run_1/pdn.png
(4 px per um) Pins as bars on the die edge.
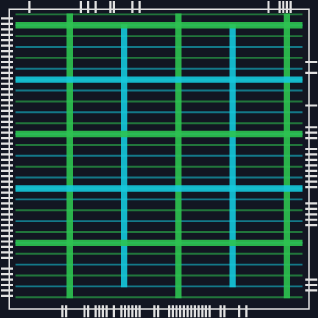
run_1/cell_classes.png
(4 px per um) Fill, decap, tap and diode cells in gray.
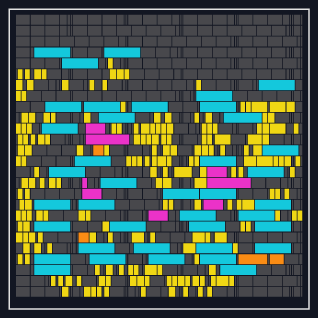
run_1/clock_map.png
(8 px per um)
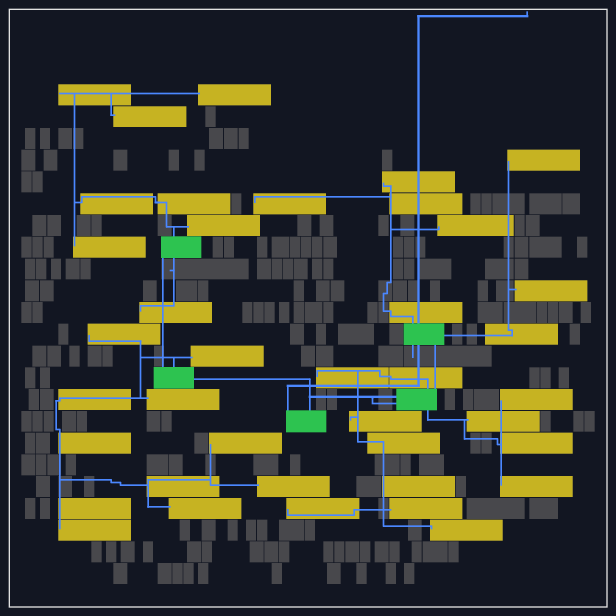
<file path="src/rtl/mem_arbiter.sv">
// mem_arbiter: two-requester arbiter in front of a single-port synchronous memory.
//
// Requesters present a transfer with reqN_valid and hold it until reqN_ready. An idle
// arbiter grants round-robin. A transfer with reqN_lock=1 keeps the grant with N for
// the following transfers. A lock is broken after LOCK_MAX consecutive locked transfers,
// which raises lock_err for one cycle. Accepted transfers become a registered memory
// command on the next cycle. Read data returns on the shared rdata bus two cycles
// after acceptance, flagged by the owner's reqN_rvalid.
//
// Ports
//   clk, rst                       clock, asynchronous active-low reset
//   reqN_valid/we/lock/addr/wdata  requester N transfer (N = 0, 1)
//   reqN_ready                     transfer accepted this cycle (combinational)
//   reqN_rvalid                    read data on rdata belongs to requester N
//   rdata                          shared read data (same as mem_rdata)
//   mem_en/mem_wr_en/mem_addr/mem_wdata  registered memory command
//   mem_rdata                      memory read data, one cycle after a read command
//   lock_err                       one-cycle pulse when a lock is forcibly broken
module mem_arbiter #(
  parameter int unsigned WORD_SIZE = 16,
  parameter int unsigned ADDR_SIZE = 8,
  parameter int unsigned LOCK_MAX  = 16
) (
  input  logic                 clk,
  input  logic                 rst,

  input  logic                 req0_valid,
  input  logic                 req0_we,
  input  logic                 req0_lock,
  input  logic [ADDR_SIZE-1:0] req0_addr,
  input  logic [WORD_SIZE-1:0] req0_wdata,
  output logic                 req0_ready,
  output logic                 req0_rvalid,

  input  logic                 req1_valid,
  input  logic                 req1_we,
  input  logic                 req1_lock,
  input  logic [ADDR_SIZE-1:0] req1_addr,
  input  logic [WORD_SIZE-1:0] req1_wdata,
  output logic                 req1_ready,
  output logic                 req1_rvalid,

  output logic [WORD_SIZE-1:0] rdata,

  output logic                 mem_en,
  output logic                 mem_wr_en,
  output logic [ADDR_SIZE-1:0] mem_addr,
  output logic [WORD_SIZE-1:0] mem_wdata,
  input  logic [WORD_SIZE-1:0] mem_rdata,

  output logic                 lock_err
);

  localparam int unsigned CntW = (LOCK_MAX > 1) ? $clog2(LOCK_MAX + 1) : 1;
  localparam logic [CntW-1:0] LockMaxC = CntW'(LOCK_MAX);

  typedef enum logic [1:0] {
    StIdle,
    StOwn0,
    StOwn1
  } state_e;

  // Arbiter state
  state_e          state_q, state_d;
  logic            last_grant_q, last_grant_d;
  logic [CntW-1:0] lock_cnt_q, lock_cnt_d;
  logic            lock_err_q, lock_err_d;

  // Memory command stage
  logic                 mem_en_q, mem_en_d;
  logic                 mem_wr_en_q, mem_wr_en_d;
  logic [ADDR_SIZE-1:0] mem_addr_q, mem_addr_d;
  logic [WORD_SIZE-1:0] mem_wdata_q, mem_wdata_d;

  // Read return tracking: stage 1 is the command cycle, stage 2 the data cycle
  logic rd_pend_q, rd_pend_d;
  logic rd_tag_q, rd_tag_d;
  logic rvalid0_q, rvalid0_d;
  logic rvalid1_q, rvalid1_d;

  // Grant and selected transfer
  logic                 gnt0, gnt1;
  logic                 xfer;
  logic                 xfer_sel;
  logic                 xfer_we;
  logic                 xfer_lock;
  logic [ADDR_SIZE-1:0] xfer_addr;
  logic [WORD_SIZE-1:0] xfer_wdata;
  logic [CntW-1:0]      lock_cnt_inc;

  // Grant decode. On a tie in idle, the requester that did not transfer last wins.
  always_comb begin
    gnt0 = 1'b0;
    gnt1 = 1'b0;
    unique case (state_q)
      StIdle: begin
        if (req0_valid && req1_valid) begin
          gnt0 = last_grant_q;
          gnt1 = ~last_grant_q;
        end else begin
          gnt0 = req0_valid;
          gnt1 = req1_valid;
        end
      end
      StOwn0: gnt0 = req0_valid;
      StOwn1: gnt1 = req1_valid;
      default: begin
        gnt0 = 1'b0;
        gnt1 = 1'b0;
      end
    endcase
  end

  // Gated by reset so nothing reports acceptance while the state is held in reset.
  assign req0_ready = gnt0 & rst;
  assign req1_ready = gnt1 & rst;

  assign xfer       = req0_ready | req1_ready;
  assign xfer_sel   = req1_ready;
  assign xfer_we    = xfer_sel ? req1_we    : req0_we;
  assign xfer_lock  = xfer_sel ? req1_lock  : req0_lock;
  assign xfer_addr  = xfer_sel ? req1_addr  : req0_addr;
  assign xfer_wdata = xfer_sel ? req1_wdata : req0_wdata;

  assign lock_cnt_inc = lock_cnt_q + CntW'(1);

  // Arbiter next state
  always_comb begin
    state_d      = state_q;
    last_grant_d = last_grant_q;
    lock_cnt_d   = lock_cnt_q;
    lock_err_d   = 1'b0;
    if (xfer) begin
      last_grant_d = xfer_sel;
      if (xfer_lock) begin
        if (lock_cnt_inc == LockMaxC) begin
          // Lock limit reached: force release. last_grant already points at the
          // owner, so the other requester wins the next tie.
          state_d    = StIdle;
          lock_cnt_d = '0;
          lock_err_d = 1'b1;
        end else begin
          state_d    = xfer_sel ? StOwn1 : StOwn0;
          lock_cnt_d = lock_cnt_inc;
        end
      end else begin
        state_d    = StIdle;
        lock_cnt_d = '0;
      end
    end
  end

  // Memory command and read-return next state
  always_comb begin
    mem_en_d    = xfer;
    mem_wr_en_d = xfer & xfer_we;
    // Address and data hold their last value between commands.
    mem_addr_d  = xfer ? xfer_addr  : mem_addr_q;
    mem_wdata_d = xfer ? xfer_wdata : mem_wdata_q;
    rd_pend_d   = xfer & ~xfer_we;
    rd_tag_d    = xfer ? xfer_sel : rd_tag_q;
    rvalid0_d   = rd_pend_q & ~rd_tag_q;
    rvalid1_d   = rd_pend_q & rd_tag_q;
  end

  always_ff @(posedge clk or negedge rst) begin
    if (!rst) begin
      state_q      <= StIdle;
      last_grant_q <= 1'b1;
      lock_cnt_q   <= '0;
      lock_err_q   <= 1'b0;
    end else begin
      state_q      <= state_d;
      last_grant_q <= last_grant_d;
      lock_cnt_q   <= lock_cnt_d;
      lock_err_q   <= lock_err_d;
    end
  end

  // Reset clears in-flight commands and pending read returns.
  always_ff @(posedge clk or negedge rst) begin
    if (!rst) begin
      mem_en_q    <= 1'b0;
      mem_wr_en_q <= 1'b0;
      mem_addr_q  <= '0;
      mem_wdata_q <= '0;
      rd_pend_q   <= 1'b0;
      rd_tag_q    <= 1'b0;
      rvalid0_q   <= 1'b0;
      rvalid1_q   <= 1'b0;
    end else begin
      mem_en_q    <= mem_en_d;
      mem_wr_en_q <= mem_wr_en_d;
      mem_addr_q  <= mem_addr_d;
      mem_wdata_q <= mem_wdata_d;
      rd_pend_q   <= rd_pend_d;
      rd_tag_q    <= rd_tag_d;
      rvalid0_q   <= rvalid0_d;
      rvalid1_q   <= rvalid1_d;
    end
  end

  assign mem_en      = mem_en_q;
  assign mem_wr_en   = mem_wr_en_q;
  assign mem_addr    = mem_addr_q;
  assign mem_wdata   = mem_wdata_q;
  assign req0_rvalid = rvalid0_q;
  assign req1_rvalid = rvalid1_q;
  assign rdata       = mem_rdata;
  assign lock_err    = lock_err_q;

endmodule

</file>
<file path="config.mk">
export PLATFORM = sky130hd
export DESIGN_NAME = mem_arbiter
export DESIGN_NICKNAME = d
export VERILOG_FILES = /design/src/rtl/mem_arbiter.sv
export SDC_FILE = /design/constraint.sdc
export NUM_CORES = 1
export LEC_CHECK = 0
export ABC_AREA = 1
export ABC_CLOCK_PERIOD_IN_PS = 3150
export CORE_UTILIZATION = 40
export CTS_CLUSTER_DIAMETER = 30
export DETAILED_ROUTE_END_ITERATION = 8
export DONT_BUFFER_PORTS = 1
export GPL_ROUTABILITY_DRIVEN = 0
export HOLD_SLACK_MARGIN = 0.06
export SLEW_MARGIN = 20
export SYNTH_ARGS = -nofsm -noshare
export SYNTH_HDL_FRONTEND = slang
export SYNTH_SLANG_ARGS = --single-unit
</file>
<file path="constraint.sdc">
create_clock -name clk -period 3.15 [get_ports clk]
set_input_delay 0.315 -clock clk [delete_from_list [all_inputs] [get_ports clk]]
set_output_delay 0.315 -clock clk [all_outputs]
set_load 0.02 [all_outputs]
</file>
==> flow_summary.toml, run 1 <==
# flow metrics
[outcome]
status = "finished clean"

[synth]
edf_count = 0
yosys-stat-area_um2 = 2100
yosys_most_used_dff = "dfrtp_1"
synth_flop_count = 39
most_common_cell = "nand2_1"
xor_area_frac = 0
ys_seq_share = 0.464
postSynthAreaPerCell_um2 = 8.00
aoi_share = 0.144
postSynthCellCount = 263
muxShareOfSynthArea = 0
yosys_warnings = 0
top_area_frac = 0.452
fa_ha_area_frac = 0.00595
synth_area_leader_cell = "dfrtp_1"
ys_types = 23
synth_stat.cells = 263
simple_gate_area_frac = 0.215
syn_nets = 336

[hold_path]
min_to = "mem_wr_en$_DFF_PN0_"
holdPathStages = 2
hold_start = "req0_we"

[grt]
grt_util_met2 = 0.266
grt_overflow = 0
grt_max_degree = 56
grt-busiest-layer = "met2"
grt_first_pass_wirelength_um = 6470
antenna_found_initial = 0
grt_usage = 0.157

[final_layout]
num-clock-buffers = 6
area_growth_pct = 2.56
largest_class = "sequential cells"
logic_gates = 157
drive_gt1_frac = 0.130
regArea_um2 = 977
largest_register_ffs = 16
buf_share = 0.0209
flops = 39
n_all_buffers = 4
fillers = 539
nets = 319
inverters = 39
final-comb-area_um2 = 769
lay_top_count = "nand2_1"
layout_top_cells = "nand2_1, o21ai_0, dfrtp_1, inv_1, nand3_1"
final_cells = 317

[power_and_ir_drop]
p_sw_uw = 789
combPwrFrac = 0.212
finalPower_uw = 1960
seq_power_uw = 1060
switching_share = 0.403
intPower_uw = 1170
seqPwrFrac = 0.540

[sta]
setup_viol = 0
final_max_slew_viol_count = 0
fmax_ghz = 0.485
min_period_ns = 2.06
finalHoldWorstSlack_ns = 0.210
finalHoldViolCount = 0
setup_slack_ns = 1.09
fin_crit_sh = 0.655
fin_tns_setup_ns = 0

[clock_tree]
cts_tree = "built"
cts_setup_buffers = 0
cts-root-buf = "clkbuf_8"
clkTransAtPathRegs_ns = 0.08
numCtsBuffers = 5
cts.htree.levels = 2
cts.sinks = 39
cts_resized = 0
hold_buffers = 2

[drt]
first_pass_iters = 4
via_per_inst = 4.79
dr_total_vias = 1517
drt-initial-drc-count = 64
wl_per_cell_um = 12.5
route.met2.wl_um = 1820
drtAntennaViolNets = 0
drt_wl_total_um = 3950
wirelength_met1_um = 1690
route.detailed.drc = 0

[setup_path]
reg2reg_to = "mem_wdata[6]$_DFFE_PN0P_"
cp_slowest_cell = "dfstp_2"
worst-path-buf-inv = 2
crit_top_cell = "nand2_4"
crit_fanout = 55
r2r_cells = 6
rrSetupSlack_ns = 1.09
timing.critical_path.from = "last_grant_q$_DFFE_PN1P_"
crit_chain = "nand3_2, nand2_4, nand2_4, inv_2, buf_4, o21ai_0"
cp.arrival_ns = 2.22
worstSetupPathType = "flop to flop"
slowest_delay_ns = 0.54
critPathTopFamily = "buffers and inverters"

[job]
drv_cap = 0

[die]
ios = 119
chipArea_um2 = 5560
taps = 70

[place]
io_buffers = 0
pre_cts_ws_ns = 1.05
dp_cells = 307
## Picture notes: pdn.png
- VSS: green
- VDD: cyan
- met5 straps: 5
- met1 rails: 27
- rows: 26
peak supply drop: 387 uV
height of the die: 74.5 um
DIE WIDTH: 74.5 um

## Picture notes: cell_classes.png
- other buffers and delay cells: orange (cells 4; share of their area 2.2%)
- clock drivers and dummy loads: magenta (cells 8; share of their area 6.4%)
- all other logic: yellow (cells 196; share of their area 44%)
- flip-flops: cyan (cells 39; share of their area 47%)
final instance area: 2160 um^2
fraction of area in registers: 0.453
# rows: 26
core area: 5070 um^2
post-layout util: 0.425

## Picture notes: clock_map.png
- flip-flops: yellow (count 39)
- clock wires: blue (length 495 um)
- cells driving clock nets: green (count 5)
- routed clock nets: 6
P_clk: 486 uW
Clk network pwr share: 0.248
clk_skew: 0.00498 ns
clk ins delay skew pair: 0.28 ns

==> run 2, diff against run 1 <==
- ABC_CLOCK_PERIOD_IN_PS: 3150 -> 1800
- clock period: 3.15 -> 1.8 ns (I/O delays scaled with it)
==> run 2 against run 1 <==
- final cell count grew 0.63%
- die area unchanged
- first-iteration DRC count is 14% higher
- combinational power is about 80% higher
- worst setup slack got worse by 0.99 ns
- utilization down 0.37 points
- clock-buffer cell count increased by 1
- area after synthesis unchanged
- critical endpoint is now req1_ready
==> flow_summary.toml, run 2 <==
# flow metrics
[clock_tree]
cts_setup_buffers = 0
clkTransAtPathRegs_ns = 0.07
cts_resized = 2
cts.sinks = 39
cts_tree = "built"
insertion_delay_ns = 0.28
cts.htree.levels = 2
cts-root-buf = "clkbuf_8"

[die]
ios = 119
die.size.y_um = 74.5
core_area_um2 = 5070
chipArea_um2 = 5560
taps = 70

[synth]
synth_flop_count = 39
ys_seq_share = 0.464
aoi_share = 0.144
yosys_most_used_dff = "dfrtp_1"
top_area_frac = 0.452
ys_types = 23
muxShareOfSynthArea = 0
edf_count = 0
syn_nets = 336
synth_stat.cells = 263
synth_area_leader_cell = "dfrtp_1"

[grt]
antenna_found_initial = 0
grt_usage = 0.156
grt_first_pass_wirelength_um = 6350
grt_util_met2 = 0.239
grt-busiest-layer = "met2"

[drt]
drt-initial-drc-count = 73
dr_total_vias = 1512
route.detailed.drc = 0
wl_per_cell_um = 12.5
wirelength_met1_um = 1840
via_per_inst = 4.74
drt_wl_total_um = 4000

[final_layout]
buf_share = 0.0351
regArea_um2 = 977
final_cells = 319
layout_top_cells = "nand2_1, o21ai_0, dfrtp_1, inv_1, nand3_1"
fillers = 537
final-comb-area_um2 = 769
largest_class = "sequential cells"
lay_top_count = "nand2_1"
n_all_buffers = 6
largest_register_ffs = 16
inverters = 39
drive_gt1_frac = 0.129

[setup_path]
critPathTopFamily = "flip-flops"
rrSetupSlack_ns = 0.23
cp_slowest_cell = "dfstp_2"
worst-path-buf-inv = 3

[hold_path]
holdPathStages = 2
min_to = "mem_wr_en$_DFF_PN0_"

[sta]
finalHoldViolCount = 0
finClkSkew_ns = 0.00381
final_max_slew_viol_count = 0
fmax_ghz = 0.587
fin_crit_sh = 0.946
fin_tns_setup_ns = 0
setup_viol = 0

[place]
io_buffers = 0
dp_cells = 308

[power_and_ir_drop]
finalPower_uw = 3160
seq_power_uw = 1850
p_sw_uw = 1380
p_clk_frac = 0.177
intPower_uw = 1780

[outcome]
status = "finished clean"

[job]
drv_cap = 0
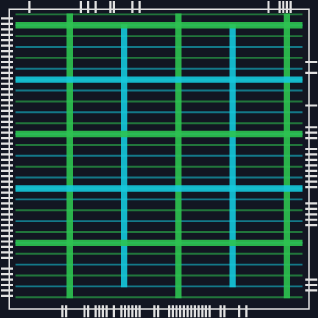
run_2/pdn.png
(4 px per um) Pins as bars on the die edge.
- VDD: cyan
- VSS: green
- met4 straps: 5
- met1 rails: 27
peak supply drop: 587 uV

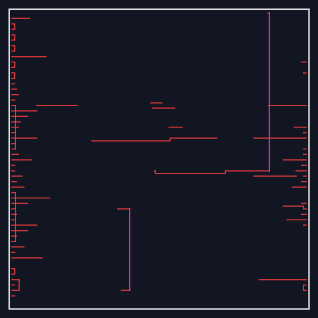
run_2/metal_stack.png
(4 px per um) Only two layers are drawn.
- met3: red (wire length 292 um)
- met4: magenta (wire length 83.0 um)

==> run 3, diff against run 2 <==
- CAP_MARGIN: unset -> 5
- CORE_ASPECT_RATIO: unset -> 0.6
==> run 3 against run 2 <==
- sequential share of layout area fell by 0.61 points
- combinational power increased by 1%
- non-clock buffer count grew 1
- area after synthesis is the same
- critical path type unchanged
- largest cell class unchanged
==> flow_summary.toml, run 3 <==
# flow metrics
[outcome]
status = "finished clean"

[synth]
edf_count = 0
aoi_share = 0.144
postSynthCellCount = 263
postSynthAreaPerCell_um2 = 8.00
xor_area_frac = 0
muxShareOfSynthArea = 0
top_area_frac = 0.452
fa_ha_area_frac = 0.00595
yosys_warnings = 0
yosys_most_used_dff = "dfrtp_1"
synth_area_leader_cell = "dfrtp_1"
ys_seq_share = 0.464
yosys-stat-area_um2 = 2100
ys_types = 23
syn_nets = 336
synth_stat.cells = 263
synth_flop_count = 39

[power_and_ir_drop]
seq_power_uw = 1850
p_sw_uw = 1390
power_leakage_uw = 0.00116
p_clk_frac = 0.215
seqPwrFrac = 0.556
intPower_uw = 1930
finalPower_uw = 3320
combPwrFrac = 0.228
switching_share = 0.418
vdd_drop_max_uv = 446

[clock_tree]
hold_buffers = 2
cts-root-buf = "clkbuf_8"
cts_resized = 0
cts_setup_buffers = 0
numCtsBuffers = 5
cts.sinks = 39
clkTransAtPathRegs_ns = 0.08
cts.htree.levels = 2
insertion_delay_ns = 0.29
cts_tree = "built"

[drt]
drtAntennaViolNets = 0
route.detailed.drc = 0
drt_wl_total_um = 3830
dr_total_vias = 1453
drt-initial-drc-count = 91
wl_per_cell_um = 12.1
first_pass_iters = 4
via_per_inst = 4.60

[setup_path]
slowest_delay_ns = 0.54
worst-path-buf-inv = 3
reg2reg_to = "mem_addr[2]$_DFFE_PN0P_"
worstSetupPathType = "flop to output pin"
critPathTopFamily = "flip-flops"
r2r_cells = 7
crit_fanout = 19
crit_top_cell = "buf_4"
rrSetupSlack_ns = 0.21
crit_chain = "nand3_2, nand2_4, buf_4, inv_1, buf_4"
cp_slowest_cell = "dfstp_2"
cp.arrival_ns = 1.48
timing.critical_path.from = "last_grant_q$_DFFE_PN1P_"

[sta]
finClkSkew_ns = 0.00695
fin_crit_sh = 0.921
fmax_ghz = 0.603
setup_viol = 0
final_max_slew_viol_count = 0
finalHoldWorstSlack_ns = 0.0808
min_period_ns = 1.66
fin_tns_setup_ns = 0

[hold_path]
min_to = "mem_wr_en$_DFF_PN0_"

[place]
io_buffers = 0
pre_cts_ws_ns = 0.200
dp_cells = 306

[final_layout]
lay_top_count = "nand2_1"
layout_top_cells = "nand2_1, o21ai_0, dfrtp_1, inv_1, nand3_1"
nets = 322
largest_register_ffs = 16
buf_share = 0.0369
num-clock-buffers = 5
logic_gates = 157
area_growth_pct = 3.03
largest_class = "sequential cells"
final-comb-area_um2 = 769
comb_share = 0.355
regArea_um2 = 977
n_all_buffers = 7
final_area_um2 = 2170
drive_gt1_frac = 0.144
inverters = 39

[grt]
grt_overflow = 0
grt_first_pass_wirelength_um = 5890
grt_util_met2 = 0.189
grt_usage = 0.143
antenna_found_initial = 0
grt-busiest-layer = "met1"
grt_max_degree = 40

[die]
die.size.y_um = 58.2
rows = 20
chipArea_um2 = 5560
fp.dieW_um = 95.6

[job]
drv_cap = 0
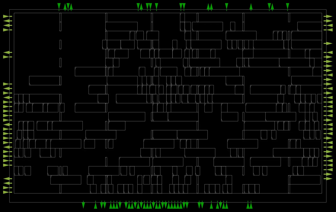
run_3/final_placement.png
Final Non-Filler Cells: 316
post-layout util: 0.429
core area: 5050 um^2
Fillers: 503
registers: 39

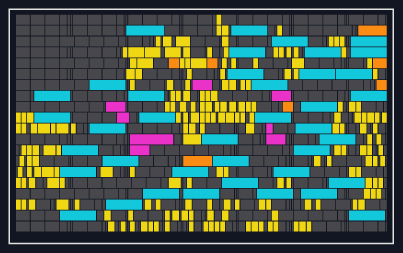
run_3/cell_classes.png
(4 px per um) Fill, decap, tap and diode cells in gray.
- all other logic: yellow (cells 196; share of their area 44%)
- clock drivers and dummy loads: magenta (cells 8; share of their area 5.4%)
- other buffers and delay cells: orange (cells 7; share of their area 3.8%)
- flip-flops: cyan (cells 39; share of their area 47%)

Power and IR drop assume default switching activity.
